### Clock routing, run 1

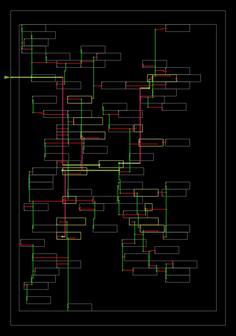
### Nets reached from selected ports, run 1

Drawn at 3 px/um.
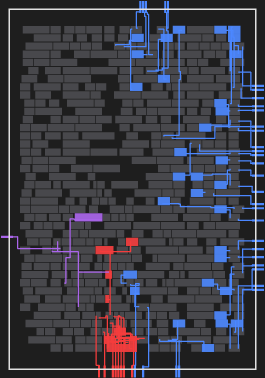
### Zoomed window, run 1

Window x 51 to 71, y 80 to 100 um. Cells in gray, sequential cells in the stronger gray; small squares are vias.
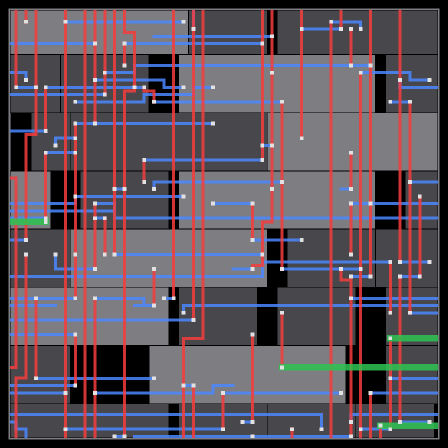
### config.mk
export PLATFORM = sky130hd
export DESIGN_NAME = io_ctrl
export DESIGN_NICKNAME = d
export VERILOG_FILES = /design/src/rtl/io_ctrl.sv
export SDC_FILE = /design/constraint.sdc
export NUM_CORES = 1
export LEC_CHECK = 0
export CORE_ASPECT_RATIO = 1.5
export CORE_MARGIN = 3
export CORE_UTILIZATION = 40
export DETAILED_ROUTE_END_ITERATION = 7
export MAX_ROUTING_LAYER = met4
export PLACE_DENSITY = 0.92
export SETUP_SLACK_MARGIN = 0.1
export SKIP_LAST_GASP = 1
export SYNTH_ARGS = -nofsm -noshare
export SYNTH_HDL_FRONTEND = slang
export SYNTH_SLANG_ARGS = --single-unit
### constraint.sdc
create_clock -name clk -period 2 [get_ports clk]
set_input_delay 0.5 -clock clk [delete_from_list [all_inputs] [get_ports clk]]
set_output_delay 0.5 -clock clk [all_outputs]
set_load 0.02 [all_outputs]
### src/rtl/io_ctrl.sv
// ============================================================================
// Module   : io_ctrl
// Brief    : Memory-mapped I/O controller that sits between the CPU data port
//            and data memory. It provides a one-entry input buffer with a
//            valid/ack handshake, a registered output port with a valid/ready
//            handshake, and a read-only status register. CPU accesses to the
//            data port that cannot complete yet freeze the CPU through stall.
//            Optional feature macro: IO_TIMEOUT_EN enables a WAIT_IN timeout
//            that returns all-ones and raises a sticky status flag.
// Revision : 1.0 - initial release
// ============================================================================
`default_nettype none

module io_ctrl #(
  parameter logic [7:0] IO_ADDR   = 8'hFC,
  parameter logic [7:0] STAT_ADDR = 8'hFD,
  parameter int         TMO_CYC   = 255
) (
  input  logic        clk,
  input  logic        rst,
  input  logic [7:0]  addr,
  input  logic        we,
  input  logic        re,
  input  logic [31:0] wdata,
  input  logic [31:0] mem_rdata,
  output logic [31:0] rdata,
  output logic        stall,
  output logic        mem_we,
  input  logic [31:0] in_data,
  input  logic        in_valid,
  output logic        in_ack,
  output logic [31:0] out_data,
  output logic        out_valid,
  input  logic        out_ready
);

  typedef enum logic [1:0] {
    IDLE     = 2'd0,
    WAIT_IN  = 2'd1,
    WAIT_OUT = 2'd2
  } state_t;

  state_t      state_q, state_d;
  logic        in_full_q, in_full_d;
  logic [31:0] in_buf_q, in_buf_d;
  logic [31:0] out_data_q, out_data_d;
  logic        out_valid_q, out_valid_d;
  logic        tmo_flag;

  logic        w_is_io;
  logic        w_is_stat;
  logic        w_stall;
  logic        w_ack;
  logic [31:0] w_status;

`ifdef IO_TIMEOUT_EN
  localparam logic [7:0] TMO_LIM = 8'(TMO_CYC);

  logic       tmo_q, tmo_d;
  logic [7:0] cnt_q, cnt_d;

  assign tmo_flag = tmo_q;
`else
  assign tmo_flag = 1'b0;
`endif

  assign w_is_io   = (addr == IO_ADDR);
  assign w_is_stat = (addr == STAT_ADDR);
  assign w_status  = {29'b0, tmo_flag, out_valid_q, in_full_q};

  // Outputs are suppressed while reset is asserted so an aborted access never
  // leaves the CPU frozen and no word is acknowledged that cannot be stored.
  assign stall     = rst & w_stall;
  assign in_ack    = rst & w_ack;
  assign mem_we    = we & ~w_is_io & ~w_is_stat;
  assign out_data  = out_data_q;
  assign out_valid = out_valid_q;

  // State, buffers and handshake flags; everything clears asynchronously.
  always_ff @(posedge clk or negedge rst) begin
    if (!rst) begin
      state_q     <= IDLE;
      in_full_q   <= 1'b0;
      in_buf_q    <= 32'h0;
      out_data_q  <= 32'h0;
      out_valid_q <= 1'b0;
`ifdef IO_TIMEOUT_EN
      tmo_q       <= 1'b0;
      cnt_q       <= 8'h0;
`endif
    end else begin
      state_q     <= state_d;
      in_full_q   <= in_full_d;
      in_buf_q    <= in_buf_d;
      out_data_q  <= out_data_d;
      out_valid_q <= out_valid_d;
`ifdef IO_TIMEOUT_EN
      tmo_q       <= tmo_d;
      cnt_q       <= cnt_d;
`endif
    end
  end

  // Next-state, read-data mux, stall and handshake decode.
  always_comb begin
    state_d     = state_q;
    in_full_d   = in_full_q;
    in_buf_d    = in_buf_q;
    out_data_d  = out_data_q;
    out_valid_d = out_valid_q;
    w_stall     = 1'b0;
    w_ack       = 1'b0;
`ifdef IO_TIMEOUT_EN
    tmo_d       = tmo_q;
    cnt_d       = 8'h0;
`endif

    // Address decode for the returned data; FSM branches may override it.
    if (w_is_stat) begin
      rdata = w_status;
    end else if (w_is_io) begin
      rdata = in_buf_q;
    end else begin
      rdata = mem_rdata;
    end

    // Input side runs independently of the CPU: capture only into an empty
    // buffer, so a word being consumed this cycle cannot be overwritten.
    if (in_valid && !in_full_q) begin
      in_buf_d  = in_data;
      in_full_d = 1'b1;
      w_ack     = 1'b1;
    end

    // Output handshake retires the current word; a load below re-arms it.
    if (out_valid_q && out_ready) begin
      out_valid_d = 1'b0;
    end

    case (state_q)
      IDLE: begin
        if (re && w_is_io) begin
          if (in_full_q) begin
            in_full_d = 1'b0;
          end else begin
            w_stall = 1'b1;
            state_d = WAIT_IN;
          end
        end else if (we && w_is_io) begin
          if (!out_valid_q) begin
            out_data_d  = wdata;
            out_valid_d = 1'b1;
          end else begin
            w_stall = 1'b1;
            state_d = WAIT_OUT;
          end
        end
`ifdef IO_TIMEOUT_EN
        else if (re && w_is_stat) begin
          // Sticky flag is reported once, then cleared by the read.
          tmo_d = 1'b0;
        end
`endif
      end

      WAIT_IN: begin
        if (in_full_q) begin
          rdata     = in_buf_q;
          in_full_d = 1'b0;
          state_d   = IDLE;
        end
`ifdef IO_TIMEOUT_EN
        else if (cnt_q == TMO_LIM) begin
          rdata   = 32'hFFFF_FFFF;
          tmo_d   = 1'b1;
          state_d = IDLE;
        end else begin
          w_stall = 1'b1;
          cnt_d   = cnt_q + 8'h1;
        end
`else
        else begin
          w_stall = 1'b1;
        end
`endif
      end

      WAIT_OUT: begin
        // The pending word may have drained on the edge that entered this
        // state, so an empty port also accepts the held store immediately.
        if (!out_valid_q || out_ready) begin
          out_data_d  = wdata;
          out_valid_d = 1'b1;
          state_d     = IDLE;
        end else begin
          w_stall = 1'b1;
        end
      end

      default: begin
        state_d = IDLE;
      end
    endcase
  end

endmodule

`default_nettype wire

==> flow_summary.yaml, run 1 <==
# flow metrics
placement:
  gp_congestion: 0.8474
  port_buffers: 177
routing:
  drt_iter0_markers: 106
  first_pass_iters: 4
  ant_nets: 0
  vias: 2942
  route.detailed.drc: 0
global_routing:
  grt_max_degree: 40
  first_global_vias: 3445
  overflow: 0
  gr-usage-met1: 0.3062
  antenna_found_initial: 0
  grt_usage: 0.2592
  grtUsageMet2: 0.4383
clock_network:
  cts_tree: "yes"
  cts-root-buf: "clkbuf_16"
  clk_path_buf_depth: 2
  cts_sinks: 68
  cts_max_level: 3
  clkSlewWorstSetupHoldPaths_ns: 0.06
sta:
  skew_ns: 0.007457
  hold_viol: 0
  rsz0062_at_grt: "true"
  finalClockPeriodUsage: 1.217
  max_clock_freq_mhz: 410.8
  setup-tns-final_ns: -12.61
  worst_pin_slew_ns: 0.5142
  setup_viol: 33
  finalCriticalPeriod_ns: 2.435
  fin_ws_ns: -0.4345
finish:
  area_growth_pct: 98.03
  final_cell_count_no_fill: 588
  insertedDiodeCount: 0
  num-fill-cells: 424
floorplanning:
  fp.dieW_um: 81.65
  ios: 178
  design.core.area_sq_mm: 0.008158
  die_h_um: 119.5
  rows: 40
synthesis:
  topCellsByArea: "dfrtp_1, mux2_4, mux2_2"
  ys.warnings.count: 0
  ys_seq_share: 0.4956
  ys_cells: 252
  yosys-top-cells-count: "dfrtp_1, mux2_2, nor2_1"
  edf_count: 0
  synth_cells: 252
  synth_flop_count: 68
  ys.flop_type: "dfrtp_1"
  yosys_area_sq_mm: 0.003433
  top_area_cell: "dfrtp_1"
  syn_nets: 362
worst_setup_path:
  worstSetupStartpointType: "flop"
  critical_path_required_ns: 1.50
  crit_type: "flop to output port"
  cp_max_fo: 8
flow_run:
  cap_violations: 0
  warnings: 29
power_and_ir_drop:
  p_comb_frac: 0.177
  p_switching_w: 0.0009533
  internal_power_w: 0.003181
  clock_power_share: 0.442
  pwr-share-seq: 0.381
min_path:
  hold_path.class: "primary input to asynchronous set/reset pin"
outcome:
  violations: "negative setup slack"
  status: "complete, but fails checks"
Back to the opening pictures, 'Clock routing':
number of sequential cells: 68
clock buffers: 10
Late-Pin Clk Latency: 0.32 ns
cts bufs inserted: 9
Power Clock: 0.00183 W

Back to the opening pictures, 'Nets reached from selected ports':
addr: shown in red, direction input, edge bottom, end cells 8, wire 247 um. out_valid: shown in purple, direction output, edge left, end cells 1, wire 95.4 um. rdata: shown in blue, direction output, edge 23 right, 5 top, 4 bottom, end cells 32, wire 766 um.

Back to the opening pictures, 'Zoomed window':
M1: shown in blue. M3: shown in green. M2: shown in red.
Most frequent: dfrtp_1 (7), clkdlybuf4s50_1 (6). Netlist names of flops here include in_buf_q (7). 25 logic cells have their middle in the window. Sequential cells in the window: 7.

==> run 1: flip-flops by register name (all words and copies together) (netlist names) <==
signal and count:
out_data 32, state_q 2, in_full_q 1, out_valid 1, in_buf_q 32
==> run 1: cells by family after synthesis <==
family	count (synthesis)	synth area share
multiplexers	93	0.3269
buffers and inverters	18	0.04883
AND/OR/NAND/NOR	60	0.09949
flip-flops	68	0.4956
AND-OR/OR-AND	13	0.02916
==> run 1: final timing paths <==
kind / cells after the start / startpoint / endpoint / slack, ns
max reg2reg: 8 / state_q[1]$_DFFE_PN0P_ / out_data[16]$_DFFE_PN0P_ / 0.09
max: 7 / state_q[1]$_DFFE_PN0P_ / rdata[9] / -0.43
max in group asynchronous: 2 / rst / in_buf_q[4]$_DFFE_PN0P_ / 1.29
min in group clk: 1 / out_data[3]$_DFFE_PN0P_ / out_data[3]$_DFFE_PN0P_ / 0.51
min: 2 / rst / out_data[18]$_DFFE_PN0P_ / 0.28
min reg2reg: 1 / out_data[3]$_DFFE_PN0P_ / out_data[3]$_DFFE_PN0P_ / 0.51
==> run 1: power groups by stage <==
stage               combinational [W]  clock, W  sequential [W]
finish                       0.000734   0.00183         0.00157
global placement             0.000637         0         0.00155
floorplan                    0.000246         0         0.00156
detailed placement           0.000656         0         0.00155
global route                 0.000776   0.00191         0.00159
CTS                          0.000723   0.00185         0.00157
==> run 1: placed cells by master (no fill, tap or decap), types with 2 or more instances in the layout <==
cell type	instances
nor3b_2	2
inv_1	3
o21ai_0	3
buf_12	5
mux2i_4	30
mux2_4	30
dfrtp_1	68
buf_4	31
buf_16	3
nand3b_1	2
dlygate4sd2_1	4
buf_6	47
clkdlybuf4s50_1	128
mux2_2	33
clkbuf_16	11
nand2_4	2
buf_2	7
and2_4	3
nand4_1	2
bufinv_16	3
nor3_1	2
nor2b_1	2
nor2_1	3
a21oi_1	2
nor2_4	30
==> run 1: worst max-delay path, stage by stage (launching register included) <==
cell      delay (ns)
dfrtp_1         0.38
nand3b_1        0.26
o21ai_4         0.16
buf_6           0.15
buf_16          0.17
mux2i_4         0.31
nor2_4          0.05
buf_6           0.13
==> run 1: layout make-up <==
class,count,area [sq um],share of cell area
clock buffer,10,239.0,0.03515
sequential,68,1702,0.2503
clock inverter,6,111.4,0.01638
timing repair buffer,230,2381,0.3502
tap,105,131.4,0.01932
inverter,3,11.26,0.001656
multi-input combinational,166,2223,0.3270
==> run 1: per-layer routing <==
metal  share of wire  routed length, um
met4           0.028                329
met1            0.38               4546
met3           0.051                611
met5               0                  0
met2            0.54               6469
==> run 1: metrics by stage <==
| stage | cell area [sq um] | power (W) | setup WS (ns) |
|---|---|---|---|
| global placement | 5682 | 0.002184 | -1.036 |
| floorplan | 3704 | 0.001804 | -0.02350 |
| global route | 6799 | 0.004270 | -0.4967 |
| CTS | 6728 | 0.004142 | -0.3988 |
| finish | 6799 | 0.004134 | -0.4345 |
| detailed placement | 5682 | 0.002208 | -1.104 |
==> run 1: repair_timing <==
item,in CTS,in global routing
hold buffers,1,0
pin swaps,43,5
resized,329,6
hold endpoints to repair,1,0
endpoints found under the setup margin,68,59
cloned,3,2
buffers inserted,18,3
--- run 2 (diff from run 1) ---
==> constraint.sdc (replaced) <==
create_clock -name clk -period 3 [get_ports clk]
set_input_delay 0.75 -clock clk [delete_from_list [all_inputs] [get_ports clk]]
set_output_delay 0.75 -clock clk [all_outputs]
set_load 0.02 [all_outputs]
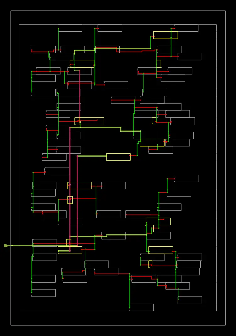
*Clock routing, run 2*
Power Clock: 0.000921 W
Late-Pin Clk Latency: 0.33 ns
clock buffers: 11
clk sinks: 68

==> flow_summary.yaml, run 2 <==
# flow metrics
finish:
  seqCellArea_sq_mm: 0.001702
  area_growth_pct: 63.59
  combGateArea_sq_mm: 0.001620
  lay_top_cells: "clkdlybuf4s50_1, dfrtp_1, nor2_1, mux2_2, mux2_4"
  insertedDiodeCount: 0
  finalInstanceArea_sq_mm: 0.005617
  final_cell_count_no_fill: 563
  num-fill-cells: 611
  lay_top_count: "clkdlybuf4s50_1"
power_and_ir_drop:
  p_comb_frac: 0.165
  p_per_area_mw_per_mm2: 414.5
  power.leakage_nw: 2.445
  internal_power_w: 0.001776
  pwr-share-seq: 0.440
  p_switching_w: 0.0005516
  clock_power_share: 0.396
sta:
  worst_pin_slew_ns: 0.8537
  finalClockPeriodUsage: 0.9642
  setup_viol: 0
  hold_viol: 0
  max_clock_freq_mhz: 345.7
  final-max-slew-violation-count: 0
  finalCriticalPeriod_ns: 2.893
  rsz0062_at_grt: "true"
  skew_ns: 0.004750
global_routing:
  grt_max_degree: 69
  grtUsageMet2: 0.3832
  grt_usage: 0.2248
  gr-usage-met1: 0.2345
  overflow: 0
  use_met3: 0.07262
  first_global_vias: 3084
  antenna_found_initial: 0
placement:
  port_buffers: 177
  gp_congestion: 0.7888
  placement.cell_area_sq_mm: 0.005340
floorplanning:
  fp.dieW_um: 81.65
  die_h_um: 119.5
  design.core.area_sq_mm: 0.008158
  ios: 178
  rows: 40
worst_setup_path:
  max_stage_delay_ns: 0.24
  crit_chain: "buf_6, nand4bb_4, o21ai_4, buf_6, buf_6, buf_16, mux2i_1, nor2_1, buf_4"
  worstSetupStartpointType: "primary input"
  crit_buf_inv: 5
  crit_arrival_ns: 2.14
  critical_path_required_ns: 2.25
  cp_max_fo: 7
  cp_top_family: "buffers and inverters"
  crit_type: "primary input to output port"
  crit_path_frequent_cell: "buf_6"
  cpMaxStageDelayCell: "o21ai_4"
synthesis:
  synth_cells: 252
  edf_count: 0
  top_cell: "dfrtp_1"
  synth_flop_count: 68
  ys_cells: 252
  yosys-top-cells-count: "dfrtp_1, mux2_2, nor2_1"
  ys.warnings.count: 0
  topCellsByArea: "dfrtp_1, mux2_4, mux2_2"
  top_area_cell: "dfrtp_1"
  post_synth.cell_area_avg_sq_um: 13.62
  yosys.area.top_type_share: 0.4956
  yosys_area_sq_mm: 0.003433
  ys_seq_share: 0.4956
  ys.flop_type: "dfrtp_1"
  syn_nets: 362
clock_network:
  cts_tree: "yes"
  clk_path_buf_depth: 2
  ctsHoldBuffers: 0
  clkSlewWorstSetupHoldPaths_ns: 0.05
  cts-root-buf: "clkbuf_16"
  cts_max_level: 3
  numCtsBuffers: 9
min_path:
  hold_path.class: "flop to flop"
flow_run:
  cap_violations: 0
  warnings: 27
routing:
  ant_nets: 0
  viasPerCell: 5.037
  drt_iter0_markers: 107
  first_pass_iters: 4
  vias: 2836
  route.detailed.drc: 0
  wl_per_cell_um: 18.53
outcome:
  status: "completed"
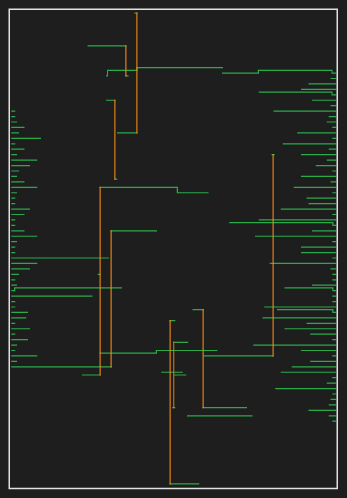
*Wiring by layer, run 2*
Drawn at 4 px/um. Only two layers are drawn.
M3: shown in green, wire length 872 um. M4: shown in orange, wire length 270 um.

[run 2: cells by family after synthesis]
logic type / Yosys count / share of synthesized area
mux: 93 / 0.3269
flops: 68 / 0.4956
simple gates: 60 / 0.09949
buf+inv: 18 / 0.04883
compound gates: 13 / 0.02916
[run 2: repair_timing]
action | CTS | global route
buffers inserted | 5 | 1
pin swaps | 5 | 6
cloned | 5 | 0
setup endpoints to repair | 34 | 26
resized | 160 | 12
hold endpoints to repair | 0 | 0
[run 2: per-stage QoR]
step	TNS [ns]	worst slack, ns	power [W]	hold WS (ns)
floorplan	0	0.4005	0.001172	0.4544
global placement	-13.69	-0.5049	0.001424	0.4893
detailed placement	-17.02	-0.5694	0.001440	0.4912
CTS	0	0.1021	0.002362	0.5083
global route	0	0.05448	0.002433	0.5191
finish	0	0.1073	0.002328	0.5047
[run 2: final timing paths]
check                                        start                        to  slack [ns]  cells past startpoint
hold / removal             in_buf_q[1]$_DFFE_PN0P_   in_buf_q[1]$_DFFE_PN0P_        0.50                      1
max in group asynchronous                      rst  in_buf_q[14]$_DFFE_PN0P_        1.76                      2
setup reg to reg            state_q[1]$_DFFE_PN0P_  out_data[20]$_DFFE_PN0P_        1.15                      7
hold reg to reg            in_buf_q[1]$_DFFE_PN0P_   in_buf_q[1]$_DFFE_PN0P_        0.50                      1
setup / recovery                           addr[1]                 rdata[27]        0.11                      9
min in group asynchronous                      rst  in_buf_q[31]$_DFFE_PN0P_        0.66                      2
[run 2: final cells by class]
class | instances | area share
Timing Repair Buffer | 203 | 0.3366
Tap cell | 105 | 0.02339
Clock inverter | 5 | 0.005124
Inverter | 3 | 0.002005
Clock buffer | 11 | 0.04143
Multi-Input combinational cell | 168 | 0.2885
Sequential cell | 68 | 0.3030
[run 2: metal layers]
layer,wire (um),vias to the layer above
met5,0,-
met4,269,0
met3,872,20
met2,5409,141
met1,3880,1381
li1,-,1294
[run 2: power groups by stage]
stage               sequential, W  clock (W)  combinational [W]
floorplan                 0.00104          0           0.000134
global placement          0.00103          0           0.000392
detailed placement        0.00104          0           0.000405
CTS                       0.00102   0.000954           0.000386
global route              0.00103   0.000992           0.000410
finish                    0.00102   0.000921           0.000383
--- run 3 (diff from run 2) ---
--- a/config.mk
+++ b/config.mk
@@ -7,11 +7,11 @@
 export LEC_CHECK = 0
 export CORE_ASPECT_RATIO = 1.5
 export CORE_MARGIN = 3
-export CORE_UTILIZATION = 40
+export CORE_UTILIZATION = 43
 export DETAILED_ROUTE_END_ITERATION = 7
+export GPL_TIMING_DRIVEN = 0
 export MAX_ROUTING_LAYER = met4
-export PLACE_DENSITY = 0.92
-export SETUP_SLACK_MARGIN = 0.1
+export PLACE_DENSITY = 0.95
 export SKIP_LAST_GASP = 1
 export SYNTH_ARGS = -nofsm -noshare
 export SYNTH_HDL_FRONTEND = slang
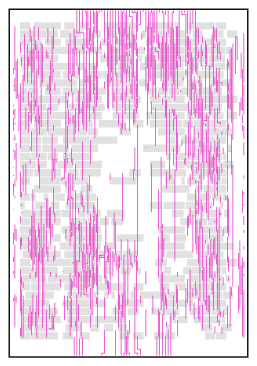
*M2 wires, run 3*
Drawn at 3 px/um. Cells faint in the background.
The layer holds 53% of the routed length. The layer carries 5370 um of wire. The wires run mostly vertical. The longest straight run is 51.0 um.

==> flow_summary.yaml, run 3 <==
# flow metrics
global_routing:
  grtUsageMet2: 0.4078
  use_met3: 0.07076
  first_global_vias: 3149
  antenna_found_initial: 0
  gr-usage-met1: 0.2446
sta:
  worst_pin_slew_ns: 0.8725
  finalCriticalPeriod_ns: 2.908
  rsz0062_at_grt: "false"
  setup-tns-final_ns: 0
  setup_viol: 0
  hold_viol: 0
  final-max-slew-violation-count: 0
floorplanning:
  ios: 178
clock_network:
  clk_path_buf_depth: 2
  cts-root-buf: "clkbuf_16"
  ctsHoldBuffers: 0
  numCtsBuffers: 9
  cts_sinks: 68
  cts_tree: "yes"
synthesis:
  post_synth.cell_area_avg_sq_um: 13.62
  simple_gate_area_frac: 0.09949
  yosys_area_sq_mm: 0.003433
  adder_share: 0
  ys.flop_type: "dfrtp_1"
  edf_count: 0
  yosys-top-cells-count: "dfrtp_1, mux2_2, nor2_1"
  ys_cells: 252
  ys_sh_xor: 0
  compound_area_frac: 0.02915
  top_logic_kind: "multiplexers"
  mux_share: 0.3269
  ys.warnings.count: 0
  ys_seq_share: 0.4956
  synth_flop_count: 68
finish:
  lay_top_cells: "clkdlybuf4s50_1, dfrtp_1, mux2_2"
  lay_top_count: "clkdlybuf4s50_1"
placement:
  port_buffers: 177
  gp_congestion: 0.7919
worst_setup_path:
  cp_max_fo: 10
  r2r-start: "out_valid$_DFF_PN0_"
  cp_top_family: "buffers and inverters"
  crit_start: "in_valid"
  crit_buf_inv: 4
routing:
  vias: 2745
  route.detailed.drc: 0
  drt_iter0_markers: 47
outcome:
  status: "completed"
power_and_ir_drop:
  clock_power_share: 0.445
  p_comb_frac: 0.149
  fin_total_pwr_w: 0.002516
  internal_power_w: 0.001943
  p_per_area_mw_per_mm2: 449.5
  power.leakage_nw: 2.425
  pwr-share-seq: 0.405
flow_run:
  warnings: 26
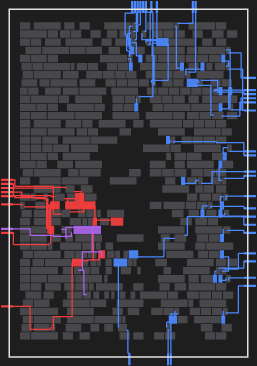
*Nets reached from selected ports, run 3*
Drawn at 3 px/um.
out_valid: shown in purple, direction output, edge left, end cells 1, wire 73.9 um. rdata: shown in blue, direction output, edge 19 right, 10 top, 3 bottom, end cells 32, wire 677 um. addr: shown in red, direction input, edge left, end cells 8, wire 292 um.

-- run 3: cell type report --
cell class	instances	area, sq um
multi-input combinational	166	1578
fill	539	2113
buffer	13	158.9
clock buffer	10	229.0
sequential	68	1702
timing repair buffer	183	1702
tap	102	127.6
inverter	3	11.26
clock inverter	6	88.84
-- run 3: through the flow --
stage / utilization / cell area (sq um) / hold WS (ns)
after detailed placement: 0.6913 / 5330 / 0.4912
after CTS: 0.7238 / 5580 / 0.5121
final: 0.7259 / 5597 / 0.5066
after global placement: 0.6917 / 5333 / 0.4886
after floorplan: - / 3433 / 0.4544
after global routing: 0.7259 / 5597 / 0.5236
-- run 3: cells by family (layout without fill, tap and decap cells) --
family                 after synthesis  count (layout)
AOI/OAI and AO/OA                   13              13
buffers and inverters               18             215
DFF                                 68              68
muxes                               93              93
and+or+nand+nor                     60              60
-- run 3: metal layers --
layer | vias to the layer above | share of wire
met2 | 141 | 0.53
met5 | - | 0
met4 | 0 | 0.024
li1 | 1271 | -
met3 | 19 | 0.075
met1 | 1314 | 0.37
-- run 3: worst paths after layout --
kind | to | slack, ns | cells after the start
max | in_ack | 0.09 | 6
min reg2reg | in_buf_q[6]$_DFFE_PN0P_ | 0.51 | 1
min | in_buf_q[6]$_DFFE_PN0P_ | 0.51 | 1
max reg2reg | out_data[28]$_DFFE_PN0P_ | 1.20 | 5
min in group asynchronous | out_data[10]$_DFFE_PN0P_ | 0.54 | 1
max in group asynchronous | in_buf_q[19]$_DFFE_PN0P_ | 1.89 | 1
-- run 3: power by group through the flow --
stage | registers, W | clock network [W] | logic [W]
after floorplan | 0.00104 | 0 | 0.000134
after global placement | 0.00103 | 0 | 0.000388
after detailed placement | 0.00103 | 0 | 0.000402
after CTS | 0.00102 | 0.00114 | 0.000380
after global routing | 0.00103 | 0.00119 | 0.000403
final | 0.00102 | 0.00112 | 0.000375
-- run 3: timing repair --
item / in CTS / in global routing
cloned: 1 / 1
buffers inserted: 4 / 0
setup endpoints to repair: 35 / 26
gates resized: 157 / 13
pin swaps: 3 / 4
-- run 3: worst reg2reg max path, delay by kind of cell (launching register included) --
family	cells	cell delay [ns]
buf+inv	1	0.17
mux	1	0.31
simple gates	3	0.78
flops	1	0.43
Power is estimated from default activity; no workload was simulated.
